[src/rtl/salu_decode_table_if.sv]
// Lookup request / decode result bundle for salu_decode_table.
// Every field is a packed vector carrying one slot per lookup port.
interface salu_decode_table_if #(
    parameter int NUM_PORTS = 2,
    parameter int OPC_W     = 8,
    parameter int ENTRY_W   = 16,
    parameter int TAG_W     = 6
);
    logic [NUM_PORTS-1:0]         lkp_valid;
    logic [NUM_PORTS*OPC_W-1:0]   lkp_opc;
    logic [NUM_PORTS*TAG_W-1:0]   lkp_tag;
    logic [NUM_PORTS-1:0]         lkp_ready;
    logic [NUM_PORTS-1:0]         res_valid;
    logic [NUM_PORTS*ENTRY_W-1:0] res_entry;
    logic [NUM_PORTS*TAG_W-1:0]   res_tag;
    logic [NUM_PORTS-1:0]         res_illegal;
    logic [NUM_PORTS-1:0]         res_ready;

    // Requester / result consumer side
    modport master (
        output lkp_valid, lkp_opc, lkp_tag, res_ready,
        input  lkp_ready, res_valid, res_entry, res_tag, res_illegal
    );

    // Decode table side
    modport slave (
        input  lkp_valid, lkp_opc, lkp_tag, res_ready,
        output lkp_ready, res_valid, res_entry, res_tag, res_illegal
    );
endinterface

[src/rtl/salu_decode_table.sv]
// Programmable SALU opcode decode table with NUM_PORTS independent
// one-register valid/ready lookup channels, same-cycle write bypass and
// a saturating count of illegal (unprogrammed / out-of-range) lookups.
module salu_decode_table #(
    parameter int NUM_ENTRIES = 64,
    parameter int NUM_PORTS   = 2,
    parameter int OPC_W       = 8,
    parameter int ENTRY_W     = 16,
    parameter int TAG_W       = 6
) (
    input  logic               clk,
    input  logic               rst_n,
    input  logic               cfg_we,
    input  logic [OPC_W-1:0]   cfg_addr,
    input  logic [ENTRY_W-1:0] cfg_data,
    input  logic               cfg_clr,
    salu_decode_table_if.slave lkp,
    output logic [15:0]        illegal_cnt
);
    localparam int IDX_W = (NUM_ENTRIES > 1) ? $clog2(NUM_ENTRIES) : 1;
    localparam logic [OPC_W:0] NUM_ENTRIES_EXT = (OPC_W + 1)'(NUM_ENTRIES);

    logic [ENTRY_W-1:0]           table_q [NUM_ENTRIES];
    logic [ENTRY_W-1:0]           table_d [NUM_ENTRIES];
    logic [NUM_ENTRIES-1:0]       prog_q, prog_d;
    logic                         cfg_hit;
    logic [IDX_W-1:0]             cfg_idx;

    logic [NUM_PORTS-1:0]         res_valid_q, res_valid_d;
    logic [NUM_PORTS-1:0]         res_illegal_q, res_illegal_d;
    logic [NUM_PORTS*ENTRY_W-1:0] res_entry_q, res_entry_d;
    logic [NUM_PORTS*TAG_W-1:0]   res_tag_q, res_tag_d;
    logic [15:0]                  illegal_cnt_q, illegal_cnt_d;
    logic [NUM_PORTS-1:0]         ready;

    logic [OPC_W-1:0]             opc;
    logic [IDX_W-1:0]             idx;
    logic                         in_range, bypass, hit_prog, ill;
    logic [ENTRY_W-1:0]           entry;
    logic [16:0]                  cnt_sum;

    assign ready           = ~res_valid_q | lkp.res_ready;
    assign lkp.lkp_ready   = ready;
    assign lkp.res_valid   = res_valid_q;
    assign lkp.res_illegal = res_illegal_q;
    assign lkp.res_entry   = res_entry_q;
    assign lkp.res_tag     = res_tag_q;
    assign illegal_cnt     = illegal_cnt_q;

    // Table write: in-range addresses store data and mark the entry programmed
    always_comb begin
        table_d = table_q;
        prog_d  = prog_q;
        cfg_hit = cfg_we && ({1'b0, cfg_addr} < NUM_ENTRIES_EXT);
        cfg_idx = cfg_addr[IDX_W-1:0];
        if (cfg_hit) begin
            table_d[cfg_idx] = cfg_data;
            prog_d[cfg_idx]  = 1'b1;
        end
    end

    // Per-port lookup, result register update and illegal counting
    always_comb begin
        res_valid_d   = res_valid_q;
        res_illegal_d = res_illegal_q;
        res_entry_d   = res_entry_q;
        res_tag_d     = res_tag_q;
        opc           = '0;
        idx           = '0;
        in_range      = 1'b0;
        bypass        = 1'b0;
        hit_prog      = 1'b0;
        ill           = 1'b0;
        entry         = '0;
        // Clear takes effect before this cycle's illegal lookups are added
        cnt_sum       = cfg_clr ? '0 : {1'b0, illegal_cnt_q};
        for (int unsigned p = 0; p < NUM_PORTS; p++) begin
            opc      = lkp.lkp_opc[p*OPC_W +: OPC_W];
            idx      = opc[IDX_W-1:0];
            in_range = ({1'b0, opc} < NUM_ENTRIES_EXT);
            // A same-cycle write to this opcode wins over the stored entry
            bypass   = cfg_hit && (cfg_addr == opc);
            hit_prog = in_range && prog_q[idx];
            ill      = !(bypass || hit_prog);
            entry    = bypass ? cfg_data : (hit_prog ? table_q[idx] : '0);
            if (lkp.lkp_valid[p] && ready[p]) begin
                res_valid_d[p]                  = 1'b1;
                res_illegal_d[p]                = ill;
                res_entry_d[p*ENTRY_W +: ENTRY_W] = entry;
                res_tag_d[p*TAG_W +: TAG_W]     = lkp.lkp_tag[p*TAG_W +: TAG_W];
                if (ill) begin
                    cnt_sum = cnt_sum + 17'd1;
                end
            end else if (lkp.res_ready[p]) begin
                res_valid_d[p] = 1'b0;
            end
        end
        illegal_cnt_d = cnt_sum[16] ? 16'hFFFF : cnt_sum[15:0];
    end

    // Table data storage; unprogrammed contents are masked by prog_q
    always_ff @(posedge clk) begin
        table_q <= table_d;
    end

    // Control state with asynchronous active-low reset
    always_ff @(posedge clk or negedge rst_n) begin
        if (!rst_n) begin
            prog_q        <= '0;
            res_valid_q   <= '0;
            res_illegal_q <= '0;
            res_entry_q   <= '0;
            res_tag_q     <= '0;
            illegal_cnt_q <= '0;
        end else begin
            prog_q        <= prog_d;
            res_valid_q   <= res_valid_d;
            res_illegal_q <= res_illegal_d;
            res_entry_q   <= res_entry_d;
            res_tag_q     <= res_tag_d;
            illegal_cnt_q <= illegal_cnt_d;
        end
    end
endmodule

[src/flat_wrapper.sv]
// flat-port wrapper written by rule: the top's interface ports become plain ports
module salu_decode_table_flat 
#(
    parameter int NUM_ENTRIES = 64,
    parameter int NUM_PORTS   = 2,
    parameter int OPC_W       = 8,
    parameter int ENTRY_W     = 16,
    parameter int TAG_W       = 6
)
  (clk, rst_n, cfg_we, cfg_addr, cfg_data, cfg_clr, illegal_cnt, lkp_lkp_valid, lkp_lkp_opc, lkp_lkp_tag, lkp_res_ready, lkp_lkp_ready, lkp_res_valid, lkp_res_entry, lkp_res_tag, lkp_res_illegal);
  salu_decode_table_if #(.NUM_PORTS(NUM_PORTS), .OPC_W(OPC_W), .ENTRY_W(ENTRY_W), .TAG_W(TAG_W)) lkp_i ();
  input  logic clk;
  input  logic rst_n;
  input  logic cfg_we;
  input  logic [OPC_W-1:0] cfg_addr;
  input  logic [ENTRY_W-1:0] cfg_data;
  input  logic cfg_clr;
  output logic [15:0] illegal_cnt;
  input wire logic [$bits(lkp_i.lkp_valid)-1:0] lkp_lkp_valid;
  input wire logic [$bits(lkp_i.lkp_opc)-1:0] lkp_lkp_opc;
  input wire logic [$bits(lkp_i.lkp_tag)-1:0] lkp_lkp_tag;
  input wire logic [$bits(lkp_i.res_ready)-1:0] lkp_res_ready;
  output wire logic [$bits(lkp_i.lkp_ready)-1:0] lkp_lkp_ready;
  output wire logic [$bits(lkp_i.res_valid)-1:0] lkp_res_valid;
  output wire logic [$bits(lkp_i.res_entry)-1:0] lkp_res_entry;
  output wire logic [$bits(lkp_i.res_tag)-1:0] lkp_res_tag;
  output wire logic [$bits(lkp_i.res_illegal)-1:0] lkp_res_illegal;
  assign lkp_i.lkp_valid = lkp_lkp_valid;
  assign lkp_i.lkp_opc = lkp_lkp_opc;
  assign lkp_i.lkp_tag = lkp_lkp_tag;
  assign lkp_i.res_ready = lkp_res_ready;
  assign lkp_lkp_ready = lkp_i.lkp_ready;
  assign lkp_res_valid = lkp_i.res_valid;
  assign lkp_res_entry = lkp_i.res_entry;
  assign lkp_res_tag = lkp_i.res_tag;
  assign lkp_res_illegal = lkp_i.res_illegal;
  salu_decode_table #(.NUM_ENTRIES(NUM_ENTRIES), .NUM_PORTS(NUM_PORTS), .OPC_W(OPC_W), .ENTRY_W(ENTRY_W), .TAG_W(TAG_W)) u_core (.clk(clk), .rst_n(rst_n), .cfg_we(cfg_we), .cfg_addr(cfg_addr), .cfg_data(cfg_data), .cfg_clr(cfg_clr), .lkp(lkp_i), .illegal_cnt(illegal_cnt));
endmodule
[config.mk]
export PLATFORM = sky130hd
export DESIGN_NAME = salu_decode_table_flat
export DESIGN_NICKNAME = d
export VERILOG_FILES = /design/src/rtl/salu_decode_table_if.sv /design/src/rtl/salu_decode_table.sv /design/src/flat_wrapper.sv
export SDC_FILE = /design/constraint.sdc
export NUM_CORES = 1
export LEC_CHECK = 0
export ABC_AREA = 1
export CAP_MARGIN = 5
export CORE_MARGIN = 8
export CORE_UTILIZATION = 30
export DETAILED_ROUTE_END_ITERATION = 6
export GPL_ROUTABILITY_DRIVEN = 0
export HOLD_SLACK_MARGIN = 0.08
export PLACE_DENSITY = 0.41
export SYNTH_ARGS = -nofsm -noshare
export SYNTH_HDL_FRONTEND = slang
export SYNTH_SLANG_ARGS = --single-unit
[constraint.sdc]
create_clock -name clk -period 2.8 [get_ports clk]
set_clock_uncertainty 0.15 [all_clocks]
set_input_delay 0.56 -clock clk [delete_from_list [all_inputs] [get_ports clk]]
set_output_delay 0.56 -clock clk [all_outputs]
set_load 0.02 [all_outputs]
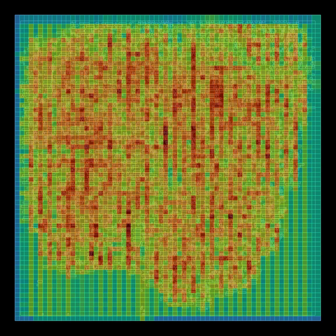
(run_1/final_congestion.png)
fin util: 38.1%
busiest grt layer: met2

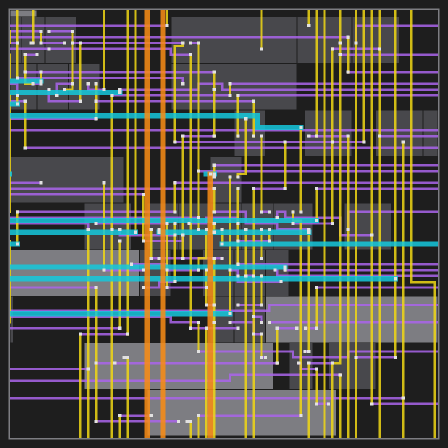
(run_1/zoom.png)
Window x 101 to 126, y 329 to 354 µm. Cells in grey, sequential cells in the stronger grey; small squares are vias.
Key: orange = met4; cyan = met3; yellow = met2; purple = met1
33 logic cells have their middle in the window. Netlist names of flops here include u_core.table_q (4). Sequential cells in the window: 4. Most frequent: a21oi_1 (6), buf_4 (5).

==> deck_impl_summary.md, run 1 <==
Flow Results at a Glance

Run status
  – Status: finished clean

Critical path
  – CP max stage cell: clkdlybuf4s50_1
  – Levels on crit path: 1
  – Slowest stage delay, CP: 0.67 ns
  – WS Path Type: flop to output port
  – Critical path's top delay family: buffers and inverters

Logic synthesis
  – Dominant Register Cell: edfxtp_1
  – Seq/Total Area, Yosys: 58.8%
  – Netlist Area Pre-Place: 57800 µm²
  – Area leader, netlist: edfxtp_1
  – Yosys warns: 0
  – Post-synth EDFFs: 1024
  – # Cells Yosys: 6144
  – Cell variety after synth: 43

Die
  – Die Width: 455 µm
  – Initial core utilization: 30.1%
  – Die Span Y: 455 µm
  – Well Taps: 2526

Run
  – Max-cap violations: 0
  – OpenROAD warning count: 27

Routing
  – WL per Instance: 27.4 µm
  – Via count: 50700
  – DRC: 0
  – Antenna-violating nets left: 0
  – DRT Wirelength: 255000 µm

Min path
  – Hold Crit Depth: 3

Final layout
  – Clock-cell share of area: 6.24%
  – Most used logic cell in the final layout: edfxtp_1
  – Max reg flops: 1024
  – Final nets: 6745
  – Non-clk bufs: 891
  – Flop count: 1152
  – Largest cell class by area: registers
  – Comb/total area: 27.4%
  – Comb area: 20000 µm²
  – Non-clock buffer share of cell area: 12.9%
  – Non-Filler Instances: 9332
  – N_diodes: 3
  – Fin area: 73100 µm²
  – Largest Register: u_core.table_q
  – Layout cell share with drive strength beyond 1: 17.4%
  – Seq area share: 46.4%

Timing
  – Final Critical Period: 2.70 ns
  – Least-Margin Pin Slew: 0.960 ns
  – Final setup slack of the worst path: 0.0950 ns
  – Final Hold Fails: 0
  – Final Max Tran Viols: 0
  – Final period util: 96.6%
  – # setup viols final: 0
  – Slew headroom: 36.0%
  – Achievable clock frequency: 370 MHz

Placement
  – IO buf count: 125
  – Post-DP HPWL: 169000 µm
  – DP Worst Slack: -0.634 ns
  – Placed insts: 9053

GRT
  – First-pass GRT wire length: 360000 µm
  – Initial antenna violation count: 6
  – Total track usage: 23.9%
  – Overflow after GRT: 0
  – Vias in the first global route: 48400
  – Largest net degree at the start of global routing: 86

Clocking
  – Clk root buf: clkbuf_16
  – Max clock buf depth: 3
  – CTS buffer count: 144
  – Clock tree sinks: 1152
  – Reg clk slew, reported paths: 0.06 ns

Power
  – Leak Pwr: 27.5 nW
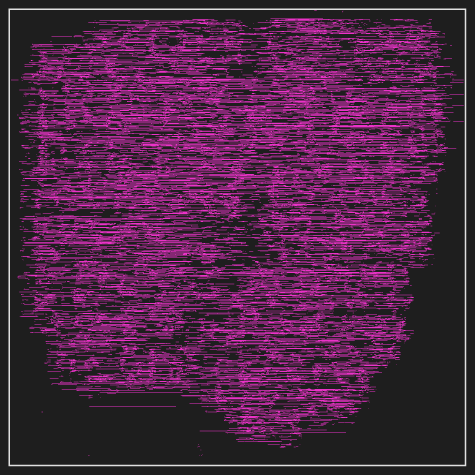
(run_1/met1.png)
(1 px per µm)
The layer holds 43% of the routed length. The longest straight run is 123 µm. The layer carries 110 mm of wire.

-- run 1: per-stage QoR --
step / hold slack (ns) / setup TNS, ns
after floorplan: 0.114 / 0
after global placement: 0.313 / -82.58
after detailed placement: 0.322 / -105.30
after CTS: 0.0915 / 0
after global routing: 0.127 / -1.20
final: 0.162 / 0
-- run 1: power breakdown --
group	internal, mW	leakage [nW]	switching [mW]
registers	18.9	10.9	0.123
logic	1.86	14.4	3.52
clock network	10.6	2.22	7.70
-- run 1: synthesized netlist by cell type, types with 11 or more instances --
| cell | count |
|---|---|
| edfxtp_1 | 1024 |
| a21oi_1 | 904 |
| o21ai_0 | 798 |
| nand3_1 | 796 |
| nand2_1 | 563 |
| inv_1 | 494 |
| nor2_1 | 451 |
| clkbuf_1 | 285 |
| o211ai_1 | 231 |
| dfrtp_1 | 128 |
| buf_2 | 106 |
| buf_1 | 86 |
| or2_2 | 58 |
| o22ai_1 | 27 |
| nand4_1 | 21 |
| o221ai_1 | 20 |
| nand2_2 | 15 |
| inv_2 | 14 |
| a211oi_1 | 13 |
| buf_6 | 13 |
| nor3b_1 | 13 |
| a32o_1 | 11 |
| o21ai_1 | 11 |
-- run 1: cells by family after synthesis --
| logic type | count (synthesis) | share of synthesized area [%] |
|---|---|---|
| AND-OR/OR-AND | 2028 | 19.0 |
| AND/OR/NAND/NOR | 1953 | 15.2 |
| flip-flops | 1152 | 58.8 |
| buffers and inverters | 1008 | 7.01 |
| XOR/XNOR | 2 | 0.0303 |
| adder cells (fa/ha/maj) | 1 | 0.0217 |
-- run 1: worst reg2reg max path, stage by stage, from the launching register on --
cell and delay [ns]:
dfrtp_1 0.41, nand2_1 0.07, nand3_1 0.07, nand3_1 0.08
nand2_1 0.07, nand2_1 0.07, nand3_2 0.12, nand3_2 0.11
nand2_2 0.08, nand2_2 0.09, buf_12 0.16, buf_4 0.16
nand3_1 0.06, nand2_1 0.07, nand2_2 0.08, nor2_4 0.14
buf_6 0.13, nand3_2 0.09, nor2_4 0.14, nor2_4 0.04
buf_12 0.14, nand3_1 0.07
-- run 1: path summary, 6_finish.rpt --
check	startpoint	endpoint	slack [ns]
min reg2reg	u_core.lkp.res_illegal[0]	u_core.lkp.res_illegal[0]	0.33
min	lkp_lkp_tag[1]	u_core.lkp.res_tag[1]	0.16
max	u_core.lkp.res_entry[4]	lkp_res_entry[4]	0.1
max reg2reg	u_core.prog_q[33]	u_core.illegal_cnt[5]	0.12
min in group asynchronous	rst_n	u_core.illegal_cnt[11]	0.21
max in group asynchronous	rst_n	u_core.prog_q[7]	1.92
-- run 1: what timing repair did --
item	in CTS	in global routing
pin swaps	1	5
endpoints found under the setup margin	6	16
hold endpoints to repair	157	0
setup buffers	0	6
hold buffers	5	0
resized	4	22
-- run 1: layer usage --
layer / part of all wire, % / GRT usage [%] / up-vias
li1: - / - / 23100
met1: 43 / 32.3 / 25200
met2: 47 / 39.1 / 2058
met3: 6.4 / 3.32 / 393
met4: 4.1 / 9.24 / 0
met5: 0 / 0 / -
==> run 1 -> run 2 <==
CAP_MARGIN = 20   (was 5)
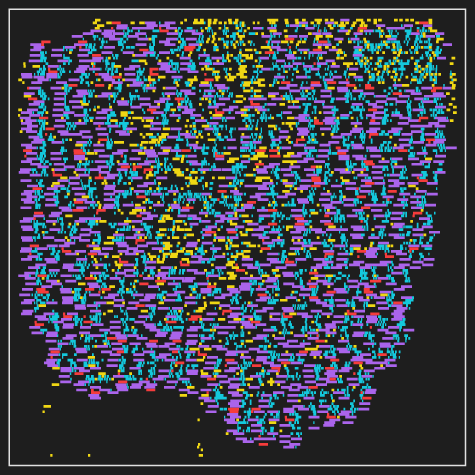
(run_2/cell_classes.png)
(1 px per µm)
Key: yellow = other buffers and delay cells [cells 891]; red = clock drivers and dummy loads [cells 265]; purple = flops [cells 1152]; cyan = all other logic [cells 4495]

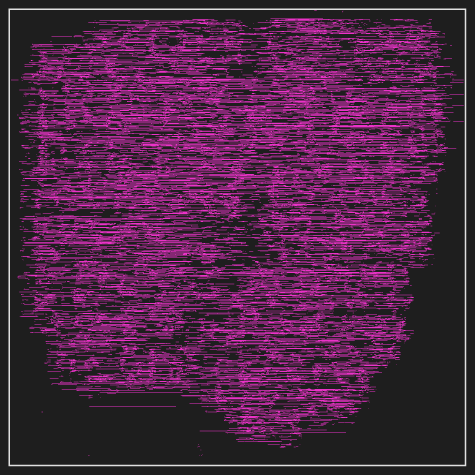
(run_2/met1.png)
(1 px per µm)
6304 nets have wire on it. The layer holds 43% of the routed length. The wires run mostly horizontal.

==> deck_impl_summary.md, run 2 <==
Flow Results at a Glance

Power
  – Clock Power Share: 42.9% (about the same)
  – Leak Pwr: 27.5 nW (unchanged)
  – Internal Dissipation: 31.3 mW (unchanged)
  – Sw frac: 26.6% (unchanged)
  – Sequential share of power: 44.5% (about the same)
  – Combinational share of power: 12.6% (about the same)
  – Switching pwr: 11.3 mW (unchanged)

Die
  – Die Width: 455 µm (unchanged)
  – Initial core utilization: 30.1% (unchanged)
  – Die Span Y: 455 µm (unchanged)
  – Die Area: 207000 µm² (unchanged)
  – IO Count: 126 (unchanged)
  – Row count: 161 (unchanged)
  – Core area: 192000 µm² (unchanged)

Logic synthesis
  – Post-synth EDFFs: 1024 (unchanged)
  – Dominant Register Cell: edfxtp_1 (unchanged)
  – Area leader, netlist: edfxtp_1 (unchanged)
  – Seq/Total Area, Yosys: 58.8% (unchanged)
  – Synth top area share: 53.2% (unchanged)
  – Top cells by count: edfxtp_1 (1024), a21oi_1 (904), o21ai_0 (798), nand3_1 (796), nand2_1 (563) (unchanged)
  – Netlist Area Pre-Place: 57800 µm² (unchanged)
  – Cell variety after synth: 43 (unchanged)
  – # Cells Yosys: 6144 (unchanged)
  – Synth flops: 1152 (unchanged)
  – Chip Area, Yosys: 57800 µm² (unchanged)
  – Count leader, synth: edfxtp_1 (unchanged)
  – Yosys warns: 0 (unchanged)

Clocking
  – Max clock buf depth: 3 (unchanged)
  – H-tree depth: 4 (unchanged)
  – Reg clk slew, reported paths: 0.06 ns (about the same)
  – CTS buffer count: 144 (unchanged)
  – Clk root buf: clkbuf_16 (unchanged)
  – CTS tree: built (unchanged)
  – Clock tree sinks: 1152 (unchanged)

GRT
  – Overflow after GRT: 0 (unchanged)
  – Total track usage: 23.9% (unchanged)
  – First-pass GRT wire length: 360000 µm (unchanged)
  – Largest net degree at the start of global routing: 86 (unchanged)
  – Initial antenna violation count: 6 (unchanged)
  – Vias in the first global route: 48400 (unchanged)

Run
  – OpenROAD warning count: 27 (unchanged)
  – Max-cap violations: 0 (unchanged)

Final layout
  – Fillers: 19000 (unchanged)
  – Max reg flops: 1024 (unchanged)
  – Fin area: 73100 µm² (unchanged)
  – Layout cell share with drive strength beyond 1: 17.4% (unchanged)
  – Most used logic cell in the final layout: edfxtp_1 (unchanged)
  – Largest Register: u_core.table_q (unchanged)
  – FF/Latch Area: 34000 µm² (unchanged)
  – Comb area: 20000 µm² (unchanged)
  – Final nets: 6745 (unchanged)

Routing
  – Via/cell ratio: 5.44 (unchanged)
  – WL per Instance: 27.4 µm (unchanged)
  – Via count: 50700 (unchanged)
  – DRC: 0 (unchanged)
  – DRT Wirelength: 255000 µm (unchanged)
  – Drt first-iter violations: 5576 (unchanged)
  – Antenna-violating nets left: 0 (unchanged)

Critical path
  – Crit end category: output port (unchanged)
  – R2r setup slk: 0.12 ns (about the same)
  – Startpoint Class: flop (unchanged)
  – Slowest stage delay, CP: 0.67 ns (about the same)
  – Data arrival time of the worst path: 1.99 ns (about the same)
  – CP max stage cell: clkdlybuf4s50_1 (unchanged)
  – Critical path's top delay family: buffers and inverters (unchanged)
  – WS Path Type: flop to output port (unchanged)

Timing
  – Achievable clock frequency: 370 MHz (unchanged)
  – Setup TNS: 0 ns (unchanged)
  – Final period util: 96.6% (unchanged)
  – Final Hold Fails: 0 (unchanged)
  – Final Critical Period: 2.70 ns (unchanged)
  – Least-Margin Pin Slew: 0.960 ns (unchanged)
  – Slew headroom: 36.0% (unchanged)
  – # setup viols final: 0 (unchanged)
  – Final Max Tran Viols: 0 (unchanged)

Run status
  – Status: finished clean (unchanged)

Placement
  – Post-DP HPWL: 169000 µm (unchanged)
  – IO buf count: 125 (unchanged)
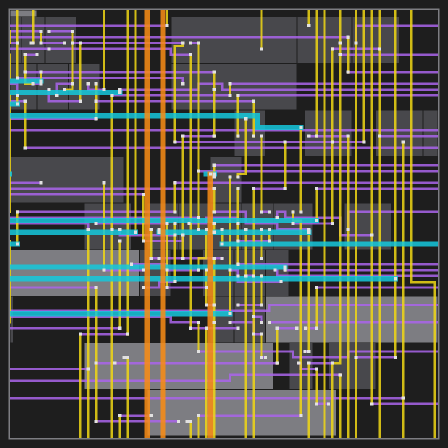
(run_2/zoom.png)
Window x 101 to 126, y 329 to 354 µm. Cells in grey, sequential cells in the stronger grey; small squares are vias.
Key: purple = met1; orange = met4; cyan = met3; yellow = met2
33 logic cells have their middle in the window. Sequential cells in the window: 4. Netlist names of flops here include u_core.table_q (4). Most frequent: a21oi_1 (6), buf_4 (5).

==> run 2: cell counts after synthesis <==
Identical to the previous run, type by type.
==> run 2: area by class of cell <==
class | count | area share [%]
inverter | 511 | 2.71
clock inverter | 74 | 0.830
antenna | 3 | 0.0103
tap | 2526 | 4.32
timing repair buffer | 891 | 12.9
multi-input combinational | 3984 | 27.4
sequential | 1152 | 46.4
clock buffer | 191 | 5.41
==> run 2: worst paths after layout <==
check	startpoint	end	depth (start not counted)
worst min-delay path	lkp_lkp_tag[1]	u_core.lkp.res_tag[1]	3
worst max register to register	u_core.prog_q[33]	u_core.illegal_cnt[5]	21
worst min register to register	u_core.lkp.res_illegal[0]	u_core.lkp.res_illegal[0]	2
max in group asynchronous	rst_n	u_core.prog_q[7]	3
worst max-delay path	u_core.lkp.res_entry[4]	lkp_res_entry[4]	1
min in group asynchronous	rst_n	u_core.illegal_cnt[11]	3
==> run 2: metal layers <==
metal / GRT usage (%) / vias up / wire length, µm
met5: 0 / - / 0
met1: 32.3 / 25200 / 110000
met2: 39.1 / 2058 / 119000
li1: - / 23100 / -
met4: 9.24 / 0 / 10600
met3: 3.32 / 393 / 16400
==> run 2: through the flow <==
stage / cells / utilization (%) / setup slack [ns] / power, mW / hold slack (ns)
finish: 9332 / 38.1 / 0.0950 / 42.7 / 0.162
global route: 9330 / 38.1 / -0.104 / 44.0 / 0.127
CTS: 9323 / 38.0 / 0.000234 / 43.1 / 0.0915
detailed placement: 9053 / 35.6 / -0.634 / 24.7 / 0.322
global placement: 9053 / 35.6 / -0.668 / 24.7 / 0.313
floorplan: 6144 / - / 0.0781 / 21.6 / 0.114
==> run 2: power groups by stage <==
| stage | sequential (mW) | combinational (mW) | clock, mW |
|---|---|---|---|
| finish | 19.0 | 5.38 | 18.3 |
| global route | 19.0 | 5.74 | 19.3 |
| CTS | 19.0 | 5.35 | 18.7 |
| detailed placement | 19.4 | 5.33 | 0 |
| global placement | 19.4 | 5.33 | 0 |
| floorplan | 19.4 | 2.24 | 0 |
==> run 2: kinds of logic after synthesis <==
kind of cell,count (synthesis),synth area share (%)
AND-OR/OR-AND,2028,19.0
XOR/XNOR,2,0.0303
adder cells (fa/ha/maj),1,0.0217
buffers and inverters,1008,7.01
flip-flops,1152,58.8
AND/OR/NAND/NOR,1953,15.2
==> run 2: timing repair <==
item,CTS,global route
hold endpoints to repair,157,0
gates resized,4,22
hold buffers,5,0
buffers inserted,0,6
pin swaps,1,5
setup endpoints to repair,6,16
gates cloned,0,0
Power and IR drop assume default switching activity.
